Design gate_output_trigger, sky130hd; sources not shown.
Figure 1. Met3 routing (run 1).
The bar under the picture is 10 um long.
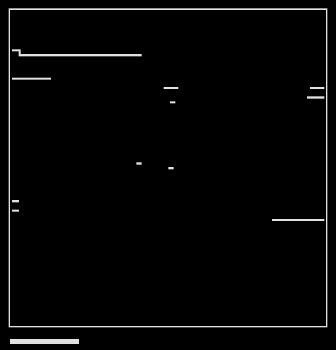
share of all routed wire = 2.6%
main direction = horizontal
grt met3 use: 0.0357
final wirelength: 1.54 mm
vias post-DR: 777

Figure 2. A small window of the routed layout (run 1).
The bar under the picture is 5 um long. Window x 1 to 21, y 24 to 44 um. Cells in grey, sequential cells in the stronger grey; small squares are vias.
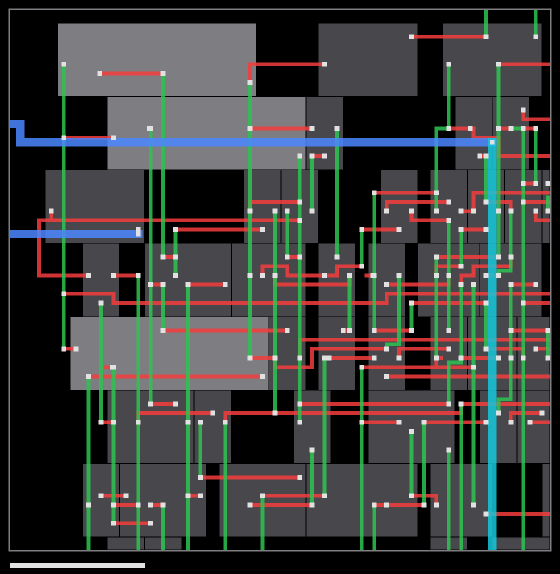
green -> met2
blue -> met3
cyan -> met4
red -> met1
sequential cells in the window = 3
most frequent = nand2_1 (15)
cells with their middle in the window = 39

Figure 3. Routing congestion (run 1).
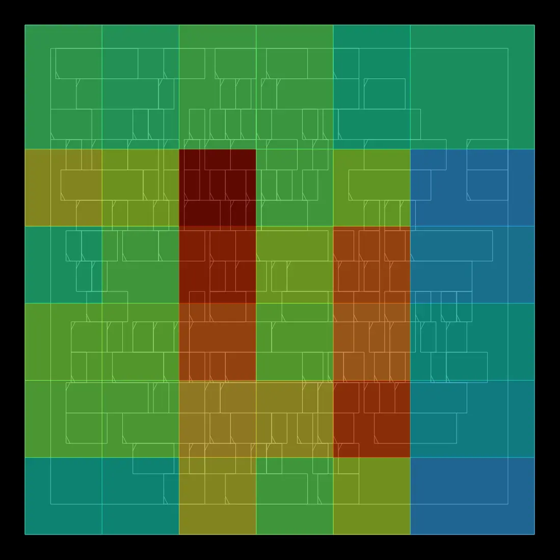
Top Usage Layer GRT: met2
GRT Util Overall: 0.171
WL/cell: 10.0 um
GR Layer Usage met1: 0.223

==> results.py, run 1 <==
# Metrics from the implementation run
metrics = {
    "outcome": {
        "status": "complete, no violations",
    },
    "synthesis": {
        "fa_ha_area_frac": 0.0145,
        "ys_warn_count": 0,
        "syn_nets": 126,
        "ys_top_cells_by_count": "nand2_1, dfxtp_1, nor2_1",
        "mux_share": 0,
        "ys.flops": 15,
        "synthesis.area_um2": 866,
        "xor_area_frac": 0.0202,
        "yosys.area_share.simple": 0.418,
        "ys_sh_aoi": 0.108,
        "synth-area-yosys_um2": 866,
    },
    "final_layout": {
        "clkbuf_count": 3,
        "inverters_excl_clock": 16,
        "logic_area_um2": 485,
        "comb_cells": 87,
        "design_area_mm2": 0.00104,
        "n_all_buffers": 15,
        "insertedDiodeCount": 0,
        "drive_above_1_share": 0.197,
    },
    "power_and_ir_drop": {
        "p_clk_frac": 0.254,
        "pwr.group.combinational_mw": 0.192,
        "p_int_mw": 0.519,
        "finalPower_mw": 0.763,
        "netSwitchingFraction": 0.319,
        "ir_worst_vdd_mv": 0.388,
    },
    "placed_design": {
        "dp_cells": 150,
        "gp_congestion": 0.844,
        "dp_hpwl_mm": 1.21,
        "post-place-ws_ns": 0.323,
    },
    "final_timing": {
        "period_used_share": 0.902,
        "fmax_ghz": 0.616,
        "maxSlewHeadroom": 0.808,
        "tns_ns": 0,
    },
    "worst_setup_path": {
        "crit_buf_inv": 1,
        "crit_path_end_kind": "output pin",
        "r2r_cells": 8,
        "crit_path_cell_trace": "clkdlybuf4s50_1",
        "startpoint_type": "register",
        "arrival_ns": 1.39,
        "critPathTopFamily": "buffers and inverters",
    },
    "floorplanning": {
        "rows": 15,
        "dieArea_mm2": 0.00208,
        "initCoreUtil": 0.518,
    },
    "drt": {
        "drc_errors": 0,
        "met2_length_um": 741,
        "route.layer.met1.wl_um": 738,
    },
    "clock_network": {
        "cts_tree": "yes",
        "cts_root_buf": "clkbuf_4",
        "clkTransAtPathRegs_ns": 0.09,
        "htreeDepth": 1,
        "cts.sink_count": 15,
    },
    "global_route": {
        "met2_usage": 0.273,
        "antenna_found_initial": 0,
        "overflow": 0,
    },
}
--- run 2 (diff from run 1) ---
--- a/config.mk
+++ b/config.mk
@@ -7,7 +7,7 @@
 export LEC_CHECK = 0
 export ABC_AREA = 1
 export CAP_MARGIN = 30
-export CORE_MARGIN = 2
+export CORE_MARGIN = 4
 export CORE_UTILIZATION = 50
 export CTS_CLUSTER_SIZE = 14
 export DETAILED_ROUTE_END_ITERATION = 8
==> run 2 against run 1 <==
Compared with the run above:
- non-clock buffer count did not move
- combinational power barely moved
- sequential share of layout area barely moved
- count of clock-buffer cells in the layout did not move
- first-iteration DRC count rose to 5.7 times the previous value
- sequential cell count did not move
- highest routed layer unchanged
==> results.py, run 2 <==
# Metrics from the implementation run
metrics = {
    "outcome": {
        "status": "complete, no violations",
    },
    "placed_design": {
        "dp_hpwl_mm": 1.26,
        "dp_cells": 149,
        "post-place-ws_ns": 0.301,
        "gp_congestion": 0.819,
    },
    "drt": {
        "drt_pass1_iterations": 4,
        "route.layer.met1.wl_um": 808,
        "drc_errors": 0,
    },
    "floorplanning": {
        "rows": 14,
        "initCoreUtil": 0.549,
        "dieArea_mm2": 0.00246,
    },
    "synthesis": {
        "ys_top_cells_by_count": "nand2_1, dfxtp_1, nor2_1",
        "fa_ha_area_frac": 0.0145,
        "ys_sh_aoi": 0.108,
        "mux_share": 0,
        "ys.flops": 15,
        "yosys.area_share.simple": 0.418,
        "ys_warn_count": 0,
        "syn_nets": 126,
        "xor_area_frac": 0.0202,
        "synthesis.area_um2": 866,
        "synth-area-yosys_um2": 866,
    },
    "worst_setup_path": {
        "crit_path_end_kind": "output pin",
        "startpoint_type": "register",
        "crit_path_cell_trace": "clkdlybuf4s50_1",
        "arrival_ns": 1.41,
        "crit_buf_inv": 1,
        "critPathTopFamily": "buffers and inverters",
    },
    "clock_network": {
        "cts_tree": "yes",
        "clkTransAtPathRegs_ns": 0.10,
        "cts.sink_count": 15,
        "htreeDepth": 1,
        "cts_root_buf": "clkbuf_4",
    },
    "final_layout": {
        "comb_cells": 87,
        "drive_above_1_share": 0.197,
        "logic_area_um2": 485,
        "dominant-cell-class": "multi-input combinational cells",
        "insertedDiodeCount": 0,
        "clkbuf_count": 3,
        "inverters_excl_clock": 16,
        "design_area_mm2": 0.00104,
    },
    "global_route": {
        "gr-usage-met1": 0.197,
        "grt_pass1_wl_mm": 2.95,
        "gr-usage-all-layers": 0.149,
        "top_usage_layer": "met2",
        "use_met3": 0.0361,
        "antenna_found_initial": 0,
    },
    "power_and_ir_drop": {
        "finalPower_mw": 0.776,
        "pwr.group.combinational_mw": 0.193,
        "p_int_mw": 0.521,
        "p_clk_frac": 0.265,
    },
    "final_timing": {
        "tns_ns": 0,
        "fmax_ghz": 0.611,
    },
}
Figure 4. Routing congestion (run 2).
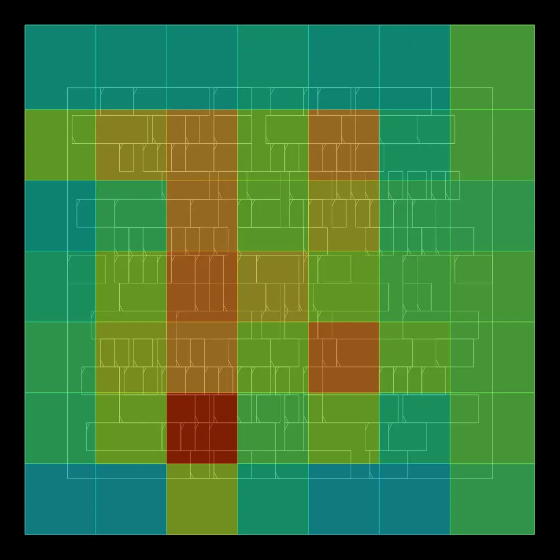
WL/cell: 10.6 um
M2 GR Usage: 0.236
Layout Utilization: 0.662

Figure 5. A small window of the routed layout (run 2).
The bar under the picture is 5 um long. Window x 2 to 22, y 27 to 47 um. Cells in grey, sequential cells in the stronger grey; small squares are vias.
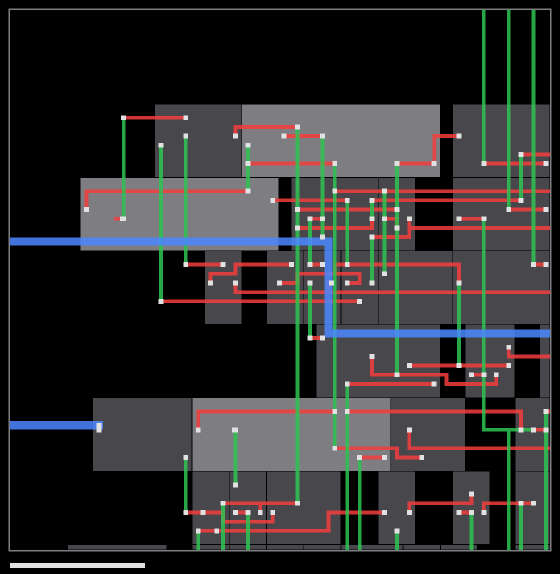
green -> met2
red -> met1
blue -> met3
sequential cells in the window = 3
most frequent = nand2_1 (7), clkdlybuf4s50_1 (4), dfxtp_1 (3)
cells with their middle in the window = 24

Figure 6. Met3 routing (run 2).
The bar under the picture is 10 um long.
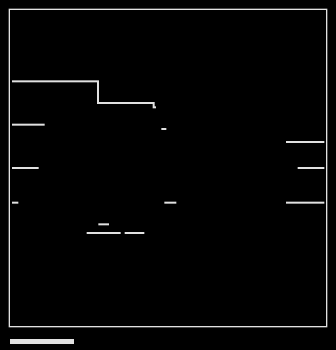
wire length on this layer = 62.3 um
share of all routed wire = 3.8%
longest straight run = 13.3 um
main direction = horizontal
vias post-DR: 760
final wirelength: 1.62 mm

Power and IR drop assume default switching activity.
